$ cat src/rtl/dc_wm_embed.sv
// Watermark embedder: turns a per-block signed DC difference into a clamped DC correction that
// pushes the difference past +/-THRESH in the direction of the current payload bit.
module dc_wm_embed #(
   parameter int PAYLOAD_W = 32,
   parameter int THRESH    = 16,
   parameter int MAX_ADJ   = 64,
   parameter int CNT_W     = 16
) (
   input  logic                  pclk,
   input  logic                  rst_n,
   input  logic                  i_pd,
   input  logic signed [12:0]    diff0,
   input  logic                  frame_start,
   input  logic                  wm_load,
   input  logic [PAYLOAD_W-1:0]  wm_word,
   output logic                  o_adj,
   output logic signed [13:0]    adj,
   output logic                  o_bit,
   output logic                  o_active,
   output logic [CNT_W-1:0]      blk_cnt
);

   localparam int PTR_W = (PAYLOAD_W > 1) ? $clog2(PAYLOAD_W) : 1;
   localparam logic [PTR_W-1:0] PTR_LAST = PTR_W'(PAYLOAD_W - 1);
   localparam logic [PTR_W-1:0] PTR_ZERO = PTR_W'(0);
   localparam logic [PTR_W-1:0] PTR_ONE  = PTR_W'(1);
   localparam logic signed [13:0] THR_P = 14'(THRESH);
   localparam logic signed [13:0] THR_N = 14'(-THRESH);
   localparam logic signed [13:0] MAX_P = 14'(MAX_ADJ);
   localparam logic signed [13:0] MAX_N = 14'(-MAX_ADJ);
   localparam logic [CNT_W-1:0]   CNT_MAX = {CNT_W{1'b1}};

   typedef enum logic [0:0] {
      ST_IDLE = 1'b0,
      ST_RUN  = 1'b1
   } state_t;

   state_t                 state_r, state_nxt_s;
   logic [PAYLOAD_W-1:0]   payload_r;
   logic [PTR_W-1:0]       ptr_r, ptr_nxt_s, cur_idx_s;
   logic                   run_s, cur_bit_s;
   logic signed [13:0]     diff_ext_s, need_s;
   logic                   s1_vld_r, s1_bit_r, s1_run_r;
   logic signed [13:0]     s1_need_r;
   logic [CNT_W-1:0]       cnt_nxt_s;

   function automatic logic signed [13:0] calc_need(input logic b, input logic signed [13:0] d);
      logic signed [13:0] n;
      n = 14'sd0;
      if (b) begin
         if (d < THR_P) n = THR_P - d;
         else           n = 14'sd0;
      end else begin
         if (d > THR_N) n = THR_N - d;
         else           n = 14'sd0;
      end
      return n;
   endfunction

   function automatic logic signed [13:0] clamp_adj(input logic signed [13:0] n);
      logic signed [13:0] r;
      r = n;
      if (n > MAX_P)      r = MAX_P;
      else if (n < MAX_N) r = MAX_N;
      else                r = n;
      return r;
   endfunction

   // Mode transitions: the first payload load starts embedding, reloads keep running.
   always_comb begin
      state_nxt_s = state_r;
      case (state_r)
         ST_IDLE: begin
            if (wm_load) state_nxt_s = ST_RUN;
            else         state_nxt_s = ST_IDLE;
         end
         ST_RUN:  state_nxt_s = ST_RUN;
         default: state_nxt_s = ST_IDLE;
      endcase
   end

   // Stage-1 payload bit selection and correction demand; a frame_start rewinds to bit 0 at once.
   always_comb begin
      run_s      = (state_r == ST_RUN);
      cur_idx_s  = frame_start ? PTR_ZERO : ptr_r;
      diff_ext_s = {diff0[12], diff0};
      if (run_s) begin
         cur_bit_s = payload_r[cur_idx_s];
         need_s    = calc_need(payload_r[cur_idx_s], diff_ext_s);
      end else begin
         cur_bit_s = 1'b0;
         need_s    = 14'sd0;
      end
   end

   // Pointer update: load/frame rewinds win; a consumed bit otherwise advances with wrap.
   always_comb begin
      ptr_nxt_s = ptr_r;
      if (wm_load) begin
         ptr_nxt_s = PTR_ZERO;
      end else if (i_pd && run_s) begin
         if (cur_idx_s == PTR_LAST) ptr_nxt_s = PTR_ZERO;
         else                       ptr_nxt_s = cur_idx_s + PTR_ONE;
      end else if (frame_start) begin
         ptr_nxt_s = PTR_ZERO;
      end else begin
         ptr_nxt_s = ptr_r;
      end
   end

   // Block counter: a frame start clears it even if a block completes on the same edge.
   always_comb begin
      cnt_nxt_s = blk_cnt;
      if (frame_start) begin
         cnt_nxt_s = {CNT_W{1'b0}};
      end else if (s1_vld_r && s1_run_r && (blk_cnt != CNT_MAX)) begin
         cnt_nxt_s = blk_cnt + {{(CNT_W-1){1'b0}}, 1'b1};
      end else begin
         cnt_nxt_s = blk_cnt;
      end
   end

   // Control state: mode, payload and pointer.
   always_ff @(posedge pclk) begin
      if (!rst_n) begin
         state_r   <= ST_IDLE;
         payload_r <= {PAYLOAD_W{1'b0}};
         ptr_r     <= PTR_ZERO;
      end else begin
         state_r   <= state_nxt_s;
         ptr_r     <= ptr_nxt_s;
         if (wm_load) payload_r <= wm_word;
      end
   end

   // Two-stage pipeline: demand capture, then clamp and registered outputs.
   always_ff @(posedge pclk) begin
      if (!rst_n) begin
         s1_vld_r  <= 1'b0;
         s1_bit_r  <= 1'b0;
         s1_run_r  <= 1'b0;
         s1_need_r <= 14'sd0;
         o_adj     <= 1'b0;
         adj       <= 14'sd0;
         o_bit     <= 1'b0;
         o_active  <= 1'b0;
         blk_cnt   <= {CNT_W{1'b0}};
      end else begin
         s1_vld_r <= i_pd;
         if (i_pd) begin
            s1_bit_r  <= cur_bit_s;
            s1_run_r  <= run_s;
            s1_need_r <= need_s;
         end
         o_adj    <= s1_vld_r;
         if (s1_vld_r) begin
            adj   <= clamp_adj(s1_need_r);
            o_bit <= s1_bit_r;
         end
         o_active <= (state_nxt_s == ST_RUN);
         blk_cnt  <= cnt_nxt_s;
      end
   end

endmodule

$ cat config.mk
export PLATFORM = sky130hd
export DESIGN_NAME = dc_wm_embed
export DESIGN_NICKNAME = d
export VERILOG_FILES = /design/src/rtl/dc_wm_embed.sv
export SDC_FILE = /design/constraint.sdc
export NUM_CORES = 1
export LEC_CHECK = 0
export CAP_MARGIN = 20
export CORE_MARGIN = 10
export CORE_UTILIZATION = 54
export CTS_BUF_LIST = sky130_fd_sc_hd__clkbuf_4
export DETAILED_ROUTE_END_ITERATION = 10
export PLACE_DENSITY = 0.92
export REMOVE_ABC_BUFFERS = 1
export SLEW_MARGIN = 20
export SYNTH_ARGS = -nofsm -noshare
export SYNTH_HDL_FRONTEND = slang
export SYNTH_SLANG_ARGS = --single-unit
$ cat constraint.sdc
create_clock -name pclk -period 2.7 [get_ports pclk]
set_input_delay 0.54 -clock pclk [delete_from_list [all_inputs] [get_ports pclk]]
set_output_delay 0.54 -clock pclk [all_outputs]
set_load 0.02 [all_outputs]
==> out/qor.csv <==
stage;metric;value;unit
outcome;status;completed;
global_route;pin count of the biggest net entering global routing;36;
setup_path;Worst R2R Path Depth;8;
finish;Comb gates;337;
floorplanning;IO Pins;83;
logic_synthesis;Mapped Avg Cell Area;9.13;um^2
floorplanning;chip area;11800;um^2
pwr;Sw Share;25.1;%
logic_synthesis;synthesized instance count;463;
floorplanning;row count;32;
pwr;Pwr per Cell Area;457;nW/um^2
place;dpl ws;-427;ps
sta;endpoints failing hold;0;
sta;Slew Limit Fails;0;
finish;Sequential Area;1740;um^2
finish;most used logic cell in the final layout;dfxtp_1;
global_route;number of global-route vias before repair;3746;
logic_synthesis;cell area after synthesis;4230;um^2
drt;WL final;10500;um
floorplanning;Core Footprint;7690;um^2
worst_hold_path;hold path startpoint;adj[11];
setup_path;Setup CP Type;input pin to register;
pwr;sw power;0.632;mW
place;Final GP Congestion;0.928;
pwr;Int Power;1.89;mW
logic_synthesis;yosys stat chip area;4230;um^2
setup_path;Worst Path Required;3070;ps
drt;met3 WL;707;um
global_route;total grt overflow;0;
finish;Largest regs;payload_r: 32 flops, blk_cnt: 16 flops;
sta;Peak Freq;0.389;GHz
drt;routed length per instance;15.6;um
sta;RSZ-0062 raised after global routing;false;
finish;ANT cells;0;
setup_path;slowest CP cell;clkdlybuf4s50_1;
clocking;# resized after CTS;0;
global_route;Total Routing Usage GR;17.6;%
logic_synthesis;flops & latches, synth;87;
worst_hold_path;HP Class;register to register;
pwr;clock share of power;32.8;%
logic_synthesis;Post-synth ARST share;0;%
sta;final setup TNS;0;ps
finish;Area-dominant class;multi-input combinational cells;
worst_hold_path;hold path cells;2;
drt;DRC violation count after routing;0;
finish;max FFs per register;32;
finish;Biggest register;payload_r;
logic_synthesis;Post-synth EDFFs;0;
finish;signal buffers share of area;20.0;%
sta;worst slew pin tran;543;ps
logic_synthesis;yosys aoi share;14.4;%
logic_synthesis;Yosys cell types;62;
setup_path;CP delay by family, top;AND-OR/OR-AND gates;
clocking;htree depth;3;
clocking;hold buffers post-CTS;0;
global_route;GR peak layer;met2;
pwr;leakage power;2.11;nW
sta;# setup viols final;0;
logic_synthesis;Synth top cells by count;dfxtp_1 (87), mux2i_1 (43), nor2b_1 (41);
finish;Core Util, Final;71.6;%
drt;vias per inst;5.58;
setup_path;critical path data arrival time;2940;ps
finish;flop count;87;
logic_synthesis;Synth top area share;41.2;%
finish;Layout Nets;622;
drt;DRT met1 WL;4430;um
global_route;routing usage on met1;19.7;%
setup_path;reg2reg end;s1_need_r[10];
drt;total number of vias;3763;
logic_synthesis;Seq share, synth;41.2;%
finish;Clock Buffer Count;9;
setup_path;CP Cell Sequence;clkdlybuf4s50_1 -> nor2b_2 -> mux2_1 -> a222oi_1 -> o22a_2 -> and3_2 -> buf_4 -> mux2i_1 -> a22o_1;
drt;antenna viol nets, final;0;
global_route;initial antenna violation count;0;
global_route;global-route wire length before repair;17100;um
setup_path;Critical Path Start;frame_start;
worst_hold_path;Endpoint, Worst Hold;adj[11];
drt;Initial DRT Pass Iterations;4;
finish;Multi-input gate area;2320;um^2
clocking;CTS tree;yes;
logic_synthesis;leading area contributor after synthesis;dfxtp_1;
setup_path;Crit. path cell count;9;
floorplanning;Tapcells;102;
sta;Hold WS;476;ps
logic_synthesis;yosys cell count;463;
sta;worst relative slew slack;63.8;%
finish;most frequent logic cells in the routed design;dfxtp_1 (87), clkdlybuf4s50_1 (81), mux2i_1 (43);
finish;Layout Cells excl Fill;674;
place;Inst Count DP;658;
sta;fin crit share;95.3;%
clocking;clk buf depth;2;
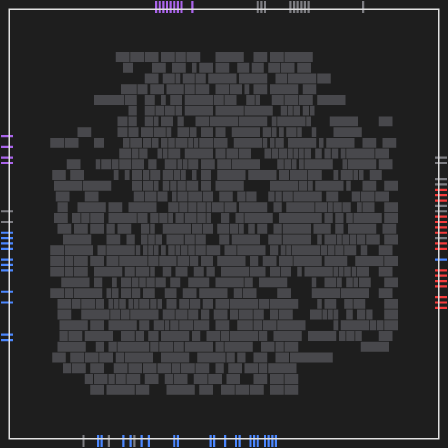
Fig. 1. Pin map.
Pins as bars across the die edge, other pins in gray.
Purple shows diff0, pins 13, direction input, edge 9 top, 4 left. Blue shows wm_word, pins 32, direction input, edge 20 bottom, 11 left, 1 right. Red shows blk_cnt, pins 16, direction output, edge right.
All pins by edge: 24 right, 23 bottom, 19 top, 17 left.
Die Width: 108 um
PortBufs: 82
DIE HEIGHT: 108 um

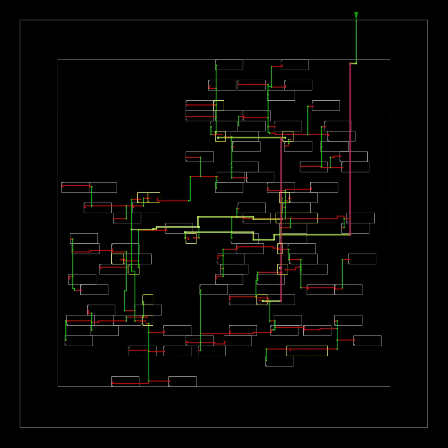
Fig. 2. The clock network.
Clock group: 0.825 mW
later-pin clock latency in the skew report: 430 ps
CTS Buf Count: 9
clk_skew: 17.3 ps

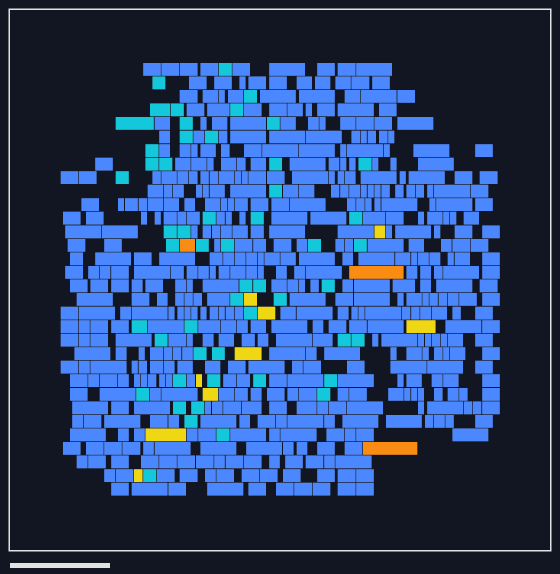
Fig. 3. Drive-strength map.
The bar under the picture is 20 um long.
Yellow shows _2 cells, cells 9. Cyan shows _3 and _4 cells, cells 52. Blue shows _0 and _1 cells, cells 508. Orange shows _6 and larger, cells 3.
Final WS setup: 128 ps
Final Cell Area: 5500 um^2
area grow syn2layout: 30.2%
nonclk buf count: 120

Power figures rest on the tool's default switching activity, not on a simulated workload.
